--- src/rtl/hazard_ctrl_if.sv ---
// Pipeline-side signal bundle for the hazard controller: hazard detection
// inputs from ID/EX/MEM and the per-stage enable/stall/flush controls.
interface hazard_ctrl_if;
  // Hazard inputs
  logic [4:0] id_rs;
  logic [4:0] id_rt;
  logic       id_uses_rt;
  logic       ex_mem_read;
  logic [4:0] ex_rt;
  logic       mem_branch_taken;
  logic       dmem_req;
  logic       dmem_ready;

  // Pipeline register controls
  logic       pc_en;
  logic       if_id_en;
  logic       if_id_flush;
  logic       id_ex_stall;
  logic       id_ex_flush;
  logic       ex_mem_en;
  logic       ex_mem_flush;
  logic       mem_wb_bubble;

  // Pipeline side: drives hazard inputs, consumes controls
  modport master (
    output id_rs, id_rt, id_uses_rt, ex_mem_read, ex_rt,
           mem_branch_taken, dmem_req, dmem_ready,
    input  pc_en, if_id_en, if_id_flush, id_ex_stall, id_ex_flush,
           ex_mem_en, ex_mem_flush, mem_wb_bubble
  );

  // Controller side
  modport slave (
    input  id_rs, id_rt, id_uses_rt, ex_mem_read, ex_rt,
           mem_branch_taken, dmem_req, dmem_ready,
    output pc_en, if_id_en, if_id_flush, id_ex_stall, id_ex_flush,
           ex_mem_en, ex_mem_flush, mem_wb_bubble
  );
endinterface

--- src/rtl/hazard_ctrl.sv ---
// Hazard controller for the five-stage MIPS pipeline: load-use stalls,
// branch flushes, dmem wait freezes, a memory-wait watchdog and saturating
// performance counters.
module hazard_ctrl #(
  parameter int unsigned MEM_TIMEOUT = 64,
  parameter int unsigned CNT_W       = 16
) (
  input  logic             i_clk,
  input  logic             i_reset,      // synchronous, active-low
  hazard_ctrl_if.slave     io_hz,
  input  logic             i_perf_clr,
  output logic             o_mem_err,
  output logic [CNT_W-1:0] o_stall_cnt,
  output logic [CNT_W-1:0] o_flush_cnt
);

  localparam int unsigned WcntW = $clog2(MEM_TIMEOUT) + 1;
  localparam logic [WcntW-1:0] TimeoutCnt = WcntW'(MEM_TIMEOUT);
  localparam logic [CNT_W-1:0] CntMax     = '1;

  typedef enum logic [1:0] {StRun, StMemWait, StFault} state_e;

  state_e           r_state;
  logic [WcntW-1:0] r_wcnt;
  logic [CNT_W-1:0] r_stall_cnt;
  logic [CNT_W-1:0] r_flush_cnt;
  logic             r_mem_err;

  logic             w_fault;
  logic             w_wait;
  logic             w_load_use;
  logic             w_freeze;
  logic             w_flush;
  logic             w_lu_stall;
  logic [WcntW-1:0] w_wcnt_inc;

  assign w_fault    = (r_state == StFault);
  assign w_wait     = io_hz.dmem_req & ~io_hz.dmem_ready;
  assign w_load_use = io_hz.ex_mem_read & (io_hz.ex_rt != 5'd0) &
                      ((io_hz.ex_rt == io_hz.id_rs) |
                       (io_hz.id_uses_rt & (io_hz.ex_rt == io_hz.id_rt)));

  // Priority: fault/wait freeze, then branch flush, then load-use.
  assign w_freeze   = w_fault | w_wait;
  assign w_flush    = ~w_freeze & io_hz.mem_branch_taken;
  assign w_lu_stall = ~w_freeze & ~io_hz.mem_branch_taken & w_load_use;
  // wcnt is 0 in RUN, so this yields 1 on the first wait cycle.
  assign w_wcnt_inc = r_wcnt + WcntW'(1);

  // Decode pipeline controls; defaults apply while reset is held low.
  always_comb begin
    io_hz.pc_en         = 1'b1;
    io_hz.if_id_en      = 1'b1;
    io_hz.if_id_flush   = 1'b0;
    io_hz.id_ex_stall   = 1'b0;
    io_hz.id_ex_flush   = 1'b0;
    io_hz.ex_mem_en     = 1'b1;
    io_hz.ex_mem_flush  = 1'b0;
    io_hz.mem_wb_bubble = 1'b0;
    if (i_reset) begin
      if (w_freeze) begin
        io_hz.pc_en         = 1'b0;
        io_hz.if_id_en      = 1'b0;
        io_hz.id_ex_stall   = 1'b1;
        io_hz.ex_mem_en     = 1'b0;
        io_hz.mem_wb_bubble = 1'b1;
      end else if (w_flush) begin
        io_hz.if_id_flush  = 1'b1;
        io_hz.id_ex_flush  = 1'b1;
        io_hz.ex_mem_flush = 1'b1;
      end else if (w_lu_stall) begin
        io_hz.pc_en       = 1'b0;
        io_hz.if_id_en    = 1'b0;
        io_hz.id_ex_flush = 1'b1;
      end
    end
  end

  // State, watchdog, sticky fault and counters; FAULT holds everything.
  always_ff @(posedge i_clk) begin
    if (!i_reset) begin
      r_state     <= StRun;
      r_wcnt      <= '0;
      r_stall_cnt <= '0;
      r_flush_cnt <= '0;
      r_mem_err   <= 1'b0;
    end else if (!w_fault) begin
      if (w_wait) begin
        r_wcnt <= w_wcnt_inc;
        if (w_wcnt_inc == TimeoutCnt) begin
          r_state   <= StFault;
          r_mem_err <= 1'b1;
        end else begin
          r_state <= StMemWait;
        end
      end else begin
        r_state <= StRun;
        r_wcnt  <= '0;
      end

      if (i_perf_clr) begin
        r_stall_cnt <= '0;
        r_flush_cnt <= '0;
      end else begin
        if ((w_wait | w_lu_stall) && (r_stall_cnt != CntMax)) begin
          r_stall_cnt <= r_stall_cnt + CNT_W'(1);
        end
        if (w_flush && (r_flush_cnt != CntMax)) begin
          r_flush_cnt <= r_flush_cnt + CNT_W'(1);
        end
      end
    end
  end

  assign o_mem_err   = r_mem_err;
  assign o_stall_cnt = r_stall_cnt;
  assign o_flush_cnt = r_flush_cnt;

endmodule

--- src/flat_wrapper.sv ---
// flat-port wrapper written by rule: the top's interface ports become plain ports
module hazard_ctrl_flat 
#(
  parameter int unsigned MEM_TIMEOUT = 64,
  parameter int unsigned CNT_W       = 16
)
  (i_clk, i_reset, i_perf_clr, o_mem_err, o_stall_cnt, o_flush_cnt, io_hz_id_rs, io_hz_id_rt, io_hz_id_uses_rt, io_hz_ex_mem_read, io_hz_ex_rt, io_hz_mem_branch_taken, io_hz_dmem_req, io_hz_dmem_ready, io_hz_pc_en, io_hz_if_id_en, io_hz_if_id_flush, io_hz_id_ex_stall, io_hz_id_ex_flush, io_hz_ex_mem_en, io_hz_ex_mem_flush, io_hz_mem_wb_bubble);
  hazard_ctrl_if io_hz_i ();
  input  logic i_clk;
  input  logic i_reset;
  input  logic i_perf_clr;
  output logic o_mem_err;
  output logic [CNT_W-1:0] o_stall_cnt;
  output logic [CNT_W-1:0] o_flush_cnt;
  input wire logic [$bits(io_hz_i.id_rs)-1:0] io_hz_id_rs;
  input wire logic [$bits(io_hz_i.id_rt)-1:0] io_hz_id_rt;
  input wire logic [$bits(io_hz_i.id_uses_rt)-1:0] io_hz_id_uses_rt;
  input wire logic [$bits(io_hz_i.ex_mem_read)-1:0] io_hz_ex_mem_read;
  input wire logic [$bits(io_hz_i.ex_rt)-1:0] io_hz_ex_rt;
  input wire logic [$bits(io_hz_i.mem_branch_taken)-1:0] io_hz_mem_branch_taken;
  input wire logic [$bits(io_hz_i.dmem_req)-1:0] io_hz_dmem_req;
  input wire logic [$bits(io_hz_i.dmem_ready)-1:0] io_hz_dmem_ready;
  output wire logic [$bits(io_hz_i.pc_en)-1:0] io_hz_pc_en;
  output wire logic [$bits(io_hz_i.if_id_en)-1:0] io_hz_if_id_en;
  output wire logic [$bits(io_hz_i.if_id_flush)-1:0] io_hz_if_id_flush;
  output wire logic [$bits(io_hz_i.id_ex_stall)-1:0] io_hz_id_ex_stall;
  output wire logic [$bits(io_hz_i.id_ex_flush)-1:0] io_hz_id_ex_flush;
  output wire logic [$bits(io_hz_i.ex_mem_en)-1:0] io_hz_ex_mem_en;
  output wire logic [$bits(io_hz_i.ex_mem_flush)-1:0] io_hz_ex_mem_flush;
  output wire logic [$bits(io_hz_i.mem_wb_bubble)-1:0] io_hz_mem_wb_bubble;
  assign io_hz_i.id_rs = io_hz_id_rs;
  assign io_hz_i.id_rt = io_hz_id_rt;
  assign io_hz_i.id_uses_rt = io_hz_id_uses_rt;
  assign io_hz_i.ex_mem_read = io_hz_ex_mem_read;
  assign io_hz_i.ex_rt = io_hz_ex_rt;
  assign io_hz_i.mem_branch_taken = io_hz_mem_branch_taken;
  assign io_hz_i.dmem_req = io_hz_dmem_req;
  assign io_hz_i.dmem_ready = io_hz_dmem_ready;
  assign io_hz_pc_en = io_hz_i.pc_en;
  assign io_hz_if_id_en = io_hz_i.if_id_en;
  assign io_hz_if_id_flush = io_hz_i.if_id_flush;
  assign io_hz_id_ex_stall = io_hz_i.id_ex_stall;
  assign io_hz_id_ex_flush = io_hz_i.id_ex_flush;
  assign io_hz_ex_mem_en = io_hz_i.ex_mem_en;
  assign io_hz_ex_mem_flush = io_hz_i.ex_mem_flush;
  assign io_hz_mem_wb_bubble = io_hz_i.mem_wb_bubble;
  hazard_ctrl #(.MEM_TIMEOUT(MEM_TIMEOUT), .CNT_W(CNT_W)) u_core (.i_clk(i_clk), .i_reset(i_reset), .io_hz(io_hz_i), .i_perf_clr(i_perf_clr), .o_mem_err(o_mem_err), .o_stall_cnt(o_stall_cnt), .o_flush_cnt(o_flush_cnt));
endmodule
--- config.mk ---
export PLATFORM = sky130hd
export DESIGN_NAME = hazard_ctrl_flat
export DESIGN_NICKNAME = d
export VERILOG_FILES = /design/src/rtl/hazard_ctrl_if.sv /design/src/rtl/hazard_ctrl.sv /design/src/flat_wrapper.sv
export SDC_FILE = /design/constraint.sdc
export NUM_CORES = 1
export LEC_CHECK = 0
export CORE_AREA = 5 5 85 87
export DETAILED_ROUTE_END_ITERATION = 10
export DIE_AREA = 0 0 90 92
export DONT_BUFFER_PORTS = 1
export GPL_TIMING_DRIVEN = 0
export SLEW_MARGIN = 20
export SYNTH_ARGS = -nofsm -noshare
export SYNTH_HDL_FRONTEND = slang
export SYNTH_SLANG_ARGS = --single-unit
--- constraint.sdc ---
create_clock -name i_clk -period 1.81 [get_ports i_clk]
set_input_delay 0.2715 -clock i_clk [delete_from_list [all_inputs] [get_ports i_clk]]
set_output_delay 0.2715 -clock i_clk [all_outputs]
set_load 0.01 [all_outputs]
==> results_slide.txt <==
Implementation Results

Yosys
  • Distinct lib cells used: 58
  • Basic Gates by Area: 29.9%
  • Area leader share: 34.3%
  • Post-synth seq share: 34.3%
  • MUX area fraction: 0%
  • XOR Share, Synth: 9.65%
  • Yosys top cell by instances: dfxtp_1
  • Avg Synthesized Cell Area: 8.69 sq um
  • Mapped Area: 2450 sq um
  • Post-Synthesis Net Count: 308
  • Post-Synth AOI/OAI Area: 19.2%
  • Dominant register cell: dfxtp_1
  • Top cells by count: dfxtp_1, nor2_1, nand2_1, nand3_1, o21ai_0
  • Yosys reg bits: 42
  • Fa+ha+maj area frac: 1.53%
  • Synth Warn #: 0

Power and ir drop
  • Overall Power: 1.76 mW
  • Switching share of power: 25.6%
  • Internal power: 1.31 mW
  • Reg power frac: 52.9%
  • Clk pwr: 643 uW
  • Sw power: 451 uW
  • Logic pwr share: 10.6%
  • Pwr top: registers

Finish
  • Comb/total area: 55.8%
  • Nets: 329
  • Top cell excl fill/tap: nor2_1
  • Sequential cell count: 42
  • Final Cell Area: 2980 sq um
  • Most frequent cells in the layout: nor2_1, dfxtp_2, dfxtp_1, nand2_1, nand3_1
  • Layout cells sized above 1: 32.9%
  • Inverters, non-clock: 4
  • P&R area growth vs syn: 21.7%
  • Antenna diode count: 0

Critical path
  • R2R cell count: 9
  • Crit path max-delay family: AND-OR/OR-AND gates
  • Worst Setup Path Type: flip-flop to flip-flop
  • Crit path max fanout: 7
  • Crit path capture: u_core.o_stall_cnt[14]
  • CP Capture Type: flip-flop
  • Crit path buf inv count: 2
  • FF-to-FF Start: u_core.o_stall_cnt[0]
  • Crit-path cells: ha_4 > nand4_1 > nor4_4 > buf_6 > a2111oi_4 > a21oi_2 > buf_4 > nor2b_1 > o221a_1
  • Crit path from: u_core.o_stall_cnt[0]
  • Critical path startpoint category: flip-flop
  • CP Data Required Time: 2.01 ns
  • Worst path max stage delay: 0.42 ns

STA
  • Final worst slack: -0.155 ns
  • Final setup viols: 12
  • Worst slew pin tran: 0.411 ns
  • Worst clock skew: 0.0114 ns
  • Worst hold margin: 0.154 ns
  • F_max: 509 MHz
  • Unrepaired setup endpoints after global routing: true
  • Fin crit period: 1.97 ns

Detailed routing
  • Wire length on met2: 2960 um
  • Highest metal used: met4
  • WL/cell: 17.1 um
  • Routed met3 length: 686 um
  • 1st-pass router iterations: 4

Die
  • Die width: 90 um
  • Ports: 64
  • Die Span Y: 92 um
  • Fp util: 39.0%

Placed design
  • Port bufs: 0
  • Pre-CTS WS: -0.324 ns
  • Post-DP HPWL: 4480 um
  • Placed cell area: 2550 sq um

Outcome
  • Status: finished, violations left
  • Failing checks: negative setup slack

Hold path
  • Hold endpoint: u_core.o_flush_cnt[0]
  • Worst min path class: primary input to flip-flop
  • Min-delay src: i_perf_clr

Clocking
  • TritonCTS Sinks: 42
  • CTS tree: built
  • CTS root buffer: clkbuf_8
  • Htree depth: 2
  • # hold bufs at CTS: 0
  • Worst-skew pair later-pin latency: 0.30 ns
  • Post-CTS sizing: 42

Global routing
  • Global-route wire length before repair: 10,600 um
  • Total gr overflow: 0
  • Vias in the first global route: 2,114

Flow run
  • Tool warning count: 28
Fig. 1: the metal 3 layer
The bar under the picture is 20 um long.
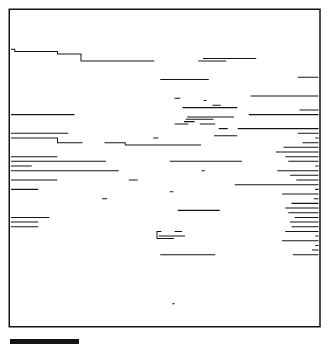
nets with wire on the layer: 61
main direction: horizontal
total vias in the final route: 2,174
final WL: 6500 um
met3 capacity usage during global routing: 6.55%

Fig. 2: register map, names as in the netlist
Other sequential cells in the stronger grey, the rest of the logic in the fainter grey.
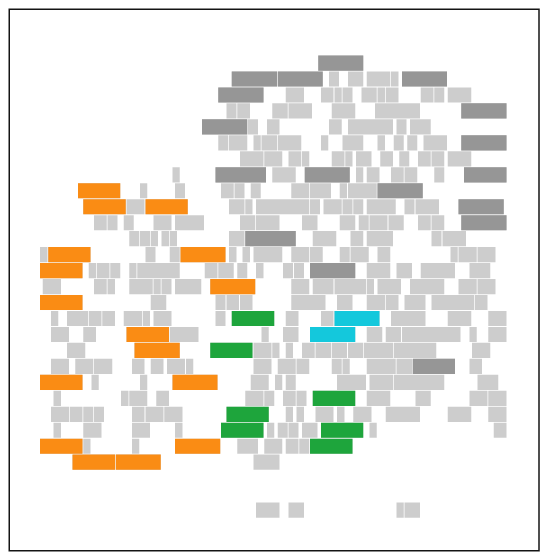
[cyan] u_core.r_state | sequential cells: 2
[orange] u_core.o_flush_cnt | sequential cells: 16
[green] u_core.r_wcnt | sequential cells: 7 | where: bottom middle

Power is estimated from default activity; no workload was simulated.
